Fig. 1: run 1, metal layers overlaid
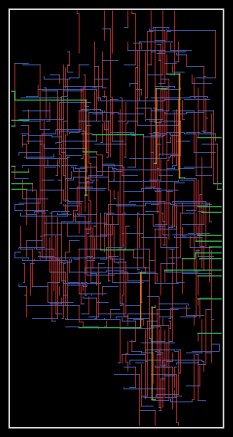
Fig. 2: run 1, cell area per tile
The die is cut into 5 by 10 equal tiles; white is low, dark blue is high, 0 to 100% covered.
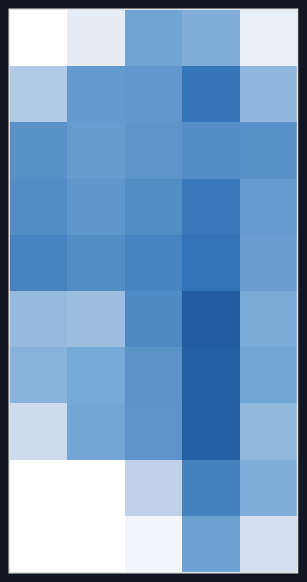
Fig. 3: run 1, track usage over the die
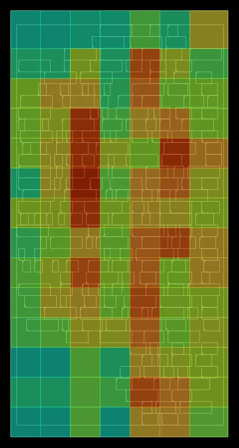
`src/rtl/serial_adder_pkg.sv`:
```
// Shared types and helpers for the digit-serial adder.
package serial_adder_pkg;

    // Controller states; encodings are fixed so traces read the same across builds.
    typedef enum logic [1:0] {
        IDLE = 2'd0,
        RUN  = 2'd1,
        DONE = 2'd2
    } state_t;

    // Width of the digit counter: clog2(ndig), never less than one bit.
    function automatic int cnt_width(input int ndig);
        return (ndig <= 1) ? 1 : $clog2(ndig);
    endfunction

endpackage

```
`src/rtl/digit_adder.sv`:
```
// DIGIT-bit ripple-carry slice; also exposes the carry into its top bit so
// the caller can derive signed overflow on the final digit.
module digit_adder #(
    parameter int DIGIT = 1
) (
    input  logic [DIGIT-1:0] a,
    input  logic [DIGIT-1:0] b,
    input  logic             cin,
    output logic [DIGIT-1:0] s,
    output logic             cout,
    output logic             c_msb
);

    // c[i] is the carry into bit i of the slice.
    logic [DIGIT:0] c;

    assign c[0] = cin;

    for (genvar i = 0; i < DIGIT; i++) begin : g_fa
        full_adder u_fa (
            .a    (a[i]),
            .b    (b[i]),
            .cin  (c[i]),
            .s    (s[i]),
            .cout (c[i+1])
        );
    end

    assign cout  = c[DIGIT];
    assign c_msb = c[DIGIT-1];

endmodule

```
`src/rtl/full_adder.sv`:
```
// Single-bit full adder cell, the building block of the digit slice.
module full_adder (
    input  logic a,
    input  logic b,
    input  logic cin,
    output logic s,
    output logic cout
);

    assign s    = a ^ b ^ cin;
    assign cout = (a & b) | (cin & (a ^ b));

endmodule

```
`src/rtl/serial_adder.sv`:
```
// Digit-serial adder: computes A + B + Cin over WIDTH/DIGIT cycles with a
// start/busy/done handshake, registered carry and signed-overflow flag.
module serial_adder
    import serial_adder_pkg::*;
#(
    parameter int WIDTH = 8,
    parameter int DIGIT = 1
) (
    input  logic             clk,
    input  logic             rst,
    input  logic             start,
    input  logic [WIDTH-1:0] A,
    input  logic [WIDTH-1:0] B,
    input  logic             Cin,
    output logic             busy,
    output logic             done,
    output logic [WIDTH-1:0] S,
    output logic             Cout,
    output logic             ovf
);

    localparam int NDIG = WIDTH / DIGIT;
    localparam int CW   = cnt_width(NDIG);

    state_t           state_q, state_d;
    logic [WIDTH-1:0] a_sh, b_sh, psum;
    logic [WIDTH-1:0] psum_next;
    logic             carry;
    logic [CW-1:0]    cnt;
    logic             last_digit;

    logic [DIGIT-1:0] d_sum;
    logic             d_cout, d_cmsb;

    // Combinational digit slice fed by the low digit of each operand register.
    digit_adder #(.DIGIT(DIGIT)) u_digit (
        .a     (a_sh[DIGIT-1:0]),
        .b     (b_sh[DIGIT-1:0]),
        .cin   (carry),
        .s     (d_sum),
        .cout  (d_cout),
        .c_msb (d_cmsb)
    );

    // New digit enters at the top so after NDIG shifts the sum is aligned at bit 0.
    assign psum_next  = (psum >> DIGIT) | (WIDTH'(d_sum) << (WIDTH - DIGIT));
    assign last_digit = (cnt == CW'(NDIG - 1));

    // State register.
    // NOTE: clocked state uses non-blocking assignments so every register
    // samples the pre-edge values, independent of statement order.
    always_ff @(posedge clk) begin
        if (rst) state_q <= IDLE;
        else     state_q <= state_d;
    end

    // Next-state and handshake outputs.
    // NOTE: every output of this block gets a default first, so no path can
    // leave a value unassigned and infer a latch.
    always_comb begin
        state_d = state_q;
        busy    = (state_q != IDLE);
        done    = (state_q == DONE);
        case (state_q)
            IDLE:    if (start) state_d = RUN;
            RUN:     if (last_digit) state_d = DONE;
            DONE:    state_d = IDLE;
            default: state_d = IDLE;
        endcase
    end

    // Operand shifters, carry/count and result registers; results only move
    // on the final digit so they stay stable for the whole RUN phase.
    always_ff @(posedge clk) begin
        if (rst) begin
            a_sh  <= '0;
            b_sh  <= '0;
            psum  <= '0;
            carry <= 1'b0;
            cnt   <= '0;
            S     <= '0;
            Cout  <= 1'b0;
            ovf   <= 1'b0;
        end else begin
            case (state_q)
                IDLE: begin
                    if (start) begin
                        a_sh  <= A;
                        b_sh  <= B;
                        psum  <= '0;
                        carry <= Cin;
                        cnt   <= '0;
                    end
                end
                RUN: begin
                    a_sh  <= a_sh >> DIGIT;
                    b_sh  <= b_sh >> DIGIT;
                    psum  <= psum_next;
                    carry <= d_cout;
                    cnt   <= cnt + CW'(1);
                    if (last_digit) begin
                        S    <= psum_next;
                        Cout <= d_cout;
                        ovf  <= d_cout ^ d_cmsb;
                    end
                end
                default: ;
            endcase
        end
    end

endmodule

```
`config.mk`:
```
export PLATFORM = sky130hd
export DESIGN_NAME = serial_adder
export DESIGN_NICKNAME = d
export VERILOG_FILES = /design/src/rtl/serial_adder_pkg.sv /design/src/rtl/digit_adder.sv /design/src/rtl/full_adder.sv /design/src/rtl/serial_adder.sv
export SDC_FILE = /design/constraint.sdc
export NUM_CORES = 1
export LEC_CHECK = 0
export CAP_MARGIN = 20
export CELL_PAD_IN_SITES_DETAIL_PLACEMENT = 1
export CELL_PAD_IN_SITES_GLOBAL_PLACEMENT = 1
export CORE_ASPECT_RATIO = 2
export CORE_UTILIZATION = 38
export DETAILED_ROUTE_END_ITERATION = 8
export PLACE_DENSITY = 0.81
export SYNTH_ARGS = -nofsm -noshare
export SYNTH_HDL_FRONTEND = slang
export SYNTH_SLANG_ARGS = --single-unit
```
`constraint.sdc`:
```
create_clock -name clk -period 1.6 [get_ports clk]
set_clock_uncertainty 0.05 [all_clocks]
set_input_delay 0.4 -clock clk [delete_from_list [all_inputs] [get_ports clk]]
set_output_delay 0.4 -clock clk [all_outputs]
set_load 0.1 [all_outputs]
```
==> summary.txt, run 1 <==
Synthesis and place-and-route results.

- The run finished with clean final reports.
- The via count of the first global-routing pass is 1576.
- Once placement completed, the tool counted placed cells totaling 251.
- In this run, synthesis produced a sequential element count of 39.
- The reported leakage power is 0.000884 uW.
- Once iteration 0 of detailed routing completed, the report listed 26 DRC markers.
- The tally of non-filler cells in the final layout is 262.
- The clock tree buffer count of the final layout is 6.
- Sequential cells placed in the final layout were counted as 39.
- The clock latency at the later pin of the worst-skew pair is 0.29 ns.
- The report puts the cell count of the worst reg-to-reg path at 5.
- The critical path crosses 3 cells after its start point.
- The multiplexer share of the synthesized area is 9.06%.
- The overall die height is 98.5 um.
- The switching fraction of total power is 26.9%.
- The slowest library cell on the worst path is dfxtp_4.
- Per the layout area report, the combinational fraction of cell area is 36.4%.
- The CTS H-tree depth is 2.
- In this design, the stage delay of the slowest critical-path cell is 0.37 ns.
- The count of different cell masters after synthesis is 26.
- The clock power share is 32.1%.
- The worst setup path is launched from a flip-flop.
- Per the post-synthesis stats, the area per cell is 10.5 um^2.
- Warnings raised by the tools during the run amount to 28.
- The termination of the worst setup path is done.
- The clock root buffer is clkbuf_8.
- Yosys shows that the main logic family after synthesis is AND-OR/OR-AND gates.
- The smallest setup slack after layout is 0.0333 ns.
- The net switching power of the design is 548 uW.
- The Yosys warning count is 0.
- The first-pass GRT wire length is 7.06 mm.
- Per the synthesis report, the XOR/XNOR share of the synthesized area is 0.495%.
- The buffers plus inverters on the worst setup path is 2.
- The highest clock rate is 638 MHz.
- The area-dominant cell class after layout is logic gates.
- The per-cell via count in the routed design is 5.24.
- The timing report gives the clock slew at the launch and capture registers of the worst setup and hold paths as 0.08 ns.
- STA reports a reg2reg setup slack of 0.11 ns.
- The commonest cells after synthesis are dfxtp_1, nand2_1, a211oi_2, mux2i_1.
- The adder-cell area share of the yosys netlist is 2.55%.
- Post-synthesis, Yosys gives the total cell area as 0.00177 mm^2.
- The register share of total power is 51.6%.
- The length of the first detailed-routing pass in iterations is 5.
- The max-slew violation total from the final report is 0.
- The uppermost layer routed is met4.
- The cell sequence reported for the critical path is buf_8 -> nor2b_4 -> buf_12.
- The repair_antennas step left the layout with diodes totalling 0.
- Per STA, the startpoint of the critical path is state_q[0].
- The clock network contribution to total cell area is 3.55%.
- The most frequent logic cell in the layout is dfxtp_1.
- The final tally of hold violations is 0.
- Across the whole layout, storage elements make up 32.9% of the cell area.
- The summed area of non-filler cells in the final layout is 0.00240 mm^2.
- The cell area after placement is 0.00227 mm^2.
- The end-of-flow timing check tallies setup violations at 0.
- The start of the worst register-to-register path is cnt[0].
- Along the worst path, the maximum fanout reaches 8.
- Tap insertion was completed with 54 tapcells.
- The post-route netlist has 34.6% of its cells at a drive strength greater than 1.
- The source of the worst hold timing path is psum[4].
- The max-capacitance violation count is 0.
- For reference, simple AND, OR, NAND and NOR cells occupy 15.5% of the area reported after synthesis.
- The number of I/O pins is 32.
- The number of cells reported by Yosys stat comes to 168.
- Fill cells in the final layout number 504.
- After layout, the worst path uses 97.9% of the clock period.
- The worst slew slack as a fraction of its limit is 83.5%.
- Non-clock buffering takes up 24.2% of total cell area after layout.
- The top cell types in the final layout, fill and taps aside, are dfxtp_1, clkdlybuf4s50_1, nand2_1, a211oi_2, mux2i_1.
- The sequential group power is 1050 uW.
- The amount of wire on met3 after detailed routing is 161 um.
- The kind of cell with the highest combined delay on the critical path is flip-flops.
- The count of clock tree sinks is 39.
- The most common flop cell mapped by yosys is dfxtp_1.
- The largest buffer count on any clock path is 2.
- The class of the tightest hold or removal check is flip-flop to flip-flop.
- After technology mapping, the gate count stands at 168.
- The most repeated cell in the gate-level netlist after synthesis is dfxtp_1.
- The synthesized netlist occupies a cell area of 0.00177 mm^2.
- In the post-synthesis netlist, the biggest area contributors are dfxtp_1, a211oi_2, mux2i_1.
- The arrival time at the worst endpoint is 1.12 ns.
Notes on Fig. 1 above:
- metal 3: green (wire length 161 um)
- metal 1: blue (wire length 1550 um)
- metal 4: orange (wire length 99.3 um)
- metal 2: red (wire length 2460 um)
detailed-route wire length: 4.27 mm
global router's overall resource usage: 18.8%
DR vias: 1372
Avg WL per Cell: 16.3 um

Notes on Fig. 2 above:
- fullest tile: 83%
- tiles over 75% full: 6.0%
- emptiest ninth of the die: south-west
- mean over tiles: 47%
- nearly empty tiles: 10%
utilization after layout: 54.2%
core footprint: 0.00442 mm^2
floorplan core density: 40.0%

Notes on Fig. 3 above:
global routing usage on met2: 36.6%
met3 track demand over resource in global routing: 4.17%
grt peak-use layer: met2

Fig. 4: run 1, signal wires on met2
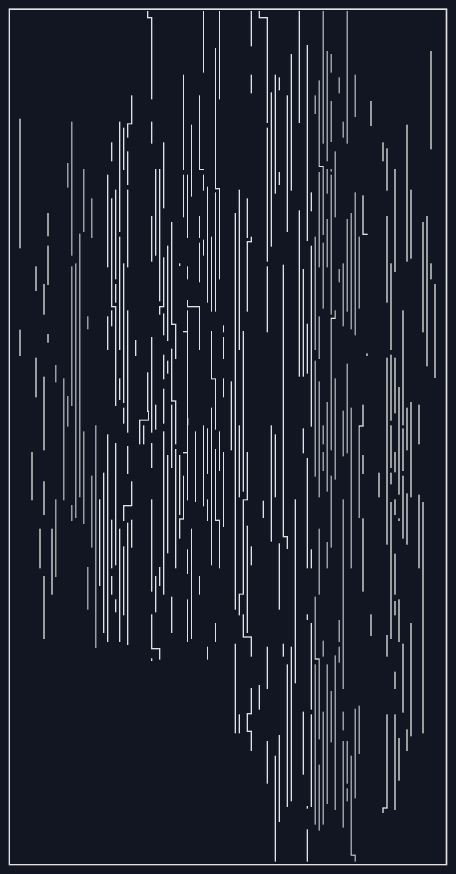

## Run 2: what changed since run 1
--- a/config.mk
+++ b/config.mk
@@ -9,9 +9,9 @@
 export CELL_PAD_IN_SITES_DETAIL_PLACEMENT = 1
 export CELL_PAD_IN_SITES_GLOBAL_PLACEMENT = 1
 export CORE_ASPECT_RATIO = 2
-export CORE_UTILIZATION = 38
+export CORE_UTILIZATION = 40
 export DETAILED_ROUTE_END_ITERATION = 8
-export PLACE_DENSITY = 0.81
+export PLACE_DENSITY = 0.84
 export SYNTH_ARGS = -nofsm -noshare
 export SYNTH_HDL_FRONTEND = slang
 export SYNTH_SLANG_ARGS = --single-unit
Fig. 5: run 2, signal wires on met2
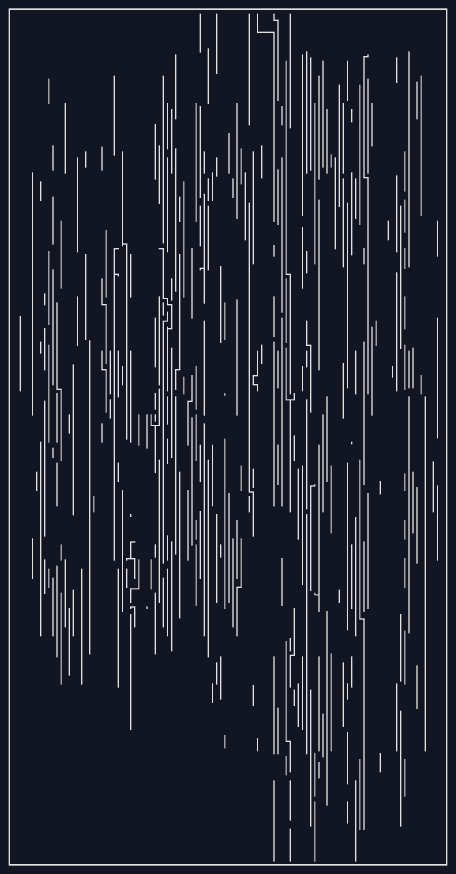
- longest straight run: 39.8 um
- nets with wire on the layer: 214
- share of all routed wire: 56%
- main direction: vertical
detailed-route wire length: 4.40 mm
DR vias: 1381
global routing usage on met2: 39.8%

==> summary.txt, run 2 <==
Synthesis and place-and-route results.

- The most repeated cell in the gate-level netlist after synthesis is dfxtp_1.
- Leaving out fill and tap cells, the most frequent cells in the layout are dfxtp_1, clkdlybuf4s50_1, nand2_1, a211oi_2, mux2i_1.
- The final period utilization was 96.8% (-1.1 points).
- The clock power share is 41.1% (+9.0 points).
- After synthesis, the largest family of logic cells by area is AND-OR/OR-AND gates.
- The register share of total power came to 44.4% (-7.2 points).
- The global router reports that the layer with the highest usage is met2.
- The maximum fanout encountered on the critical timing path was 4 (-4).
- Per the synth stats, the flop cell with the highest instance count is dfxtp_1.
- The stage-log warning count was 26 (-7.1%).
- The kind of cell with the highest combined delay on the critical path is flip-flops.
- The average wire length per cell after detail routing is 16.8 um (+3.0%).
- The multiplexer share of the synthesized area is 9.06% (unchanged).
- The length of the first detailed-routing pass in iterations is 4 (-1).
- The worst setup slack for register-to-register paths is 0.15 ns (+0.04 ns).
- The per-cell via count in the routed design is 5.27 (+0.66%).
- The clock tree buffer count of the final layout is 6 (unchanged).
- The length in cells of the worst reg-to-reg path came to 5 (unchanged).
- The clock network contribution to total cell area is 5.40% (+1.9 points).
- The start of the worst register-to-register path is cnt[0].
- The via count of the first global-routing pass is 1569 (-0.44%).
- The CTS H-tree depth is 2 (unchanged).
- The largest buffer count on any clock path came to 2 (unchanged).
- The chip area from the yosys synthesis statistics is 0.00177 mm^2 (unchanged).
- The global-route usage over all layers is 20.8% (+2.0 points).
- The amount of wire on met3 after detailed routing is 145 um (-9.9%).
- The highest clock rate is 645 MHz (+1.1%).
- The share of cell area taken by flip-flops and latches is 32.1% (-0.77 points).
- The count of instantiated cells in the yosys netlist came to 168 (unchanged).
- Per the STA report, the cell with the highest stage delay on the worst path is dfxtp_4.
- The logic share of the area is 35.9% (-0.50 points).
- The post-synthesis instance total is 168 (unchanged).
- The count of different cell masters after synthesis is 26 (unchanged).
- The tally of non-filler cells in the final layout is 262 (unchanged).
- The number of synthesized register bits is 39 (unchanged).
- Sorting the synthesized cells by area gives the leading types as dfxtp_1, a211oi_2, mux2i_1.
- The post-synthesis share of cell area spent on and, or, nand and nor gates came to 15.5% (unchanged).
- The final core utilization was 58.9% (+4.7 points).
- After synthesis, the most frequently instantiated cells are dfxtp_1, nand2_1, a211oi_2, mux2i_1.
- The placed instance count came to 250 (-0.40%).
- The logic depth of the worst setup path including buffers was 3 (unchanged).
- The non-clock buffer share of cell area is 23.8% (-0.41 points).
- The clock-pin transition on the worst setup and hold timing paths came to 0.08 ns (about the same).
- The reported leakage power is 0.000918 uW (+3.8%).
- The number of DRC violations after detailed-routing iteration 0 is 20 (-23%).
- The maximum single-stage delay on the critical path is 0.37 ns (about the same).
- The share of post-route cells with drive strength above 1 is 34.8% (+0.15 points).
- The arrival time at the worst endpoint is 1.10 ns (-0.02 ns).
- The cell area after placement is 0.00228 mm^2 (+0.22%).
- The number of sequential storage elements is 39 (unchanged).
- The worst hold path belongs to the class flip-flop to flip-flop.
- The Yosys warning count is 0 (unchanged).
- The met3 track demand over resource in global routing is 4.27% (+0.099 points).
- The adder-cell area share of the yosys netlist was 2.55% (unchanged).
- The fraction of synthesized cell area in xor and xnor cells is 0.495% (unchanged).
- The smallest setup slack after layout is 0.0506 ns (+0.0174 ns).
- The max-slew violation total from the final report is 0 (unchanged).
- The overall die height was 96.0 um (-2.5%).
- The count of clock tree sinks is 39 (unchanged).
- The first-pass GRT wire length came to 7.31 mm (+3.5%).
- The source of the worst hold timing path is psum[7].
- The number of fill cells came to 452 (-10%).
- The number of I/O pins was 32 (unchanged).
- STA classifies the critical path startpoint as a flip-flop.
- The run finished with clean final reports.
- The final antenna diode count is 0 (unchanged).
- The sequential group power is 1050 uW (about the same).
- The worst slew slack as a fraction of its limit was 79.7% (-3.8 points).
Power and IR drop assume default switching activity.
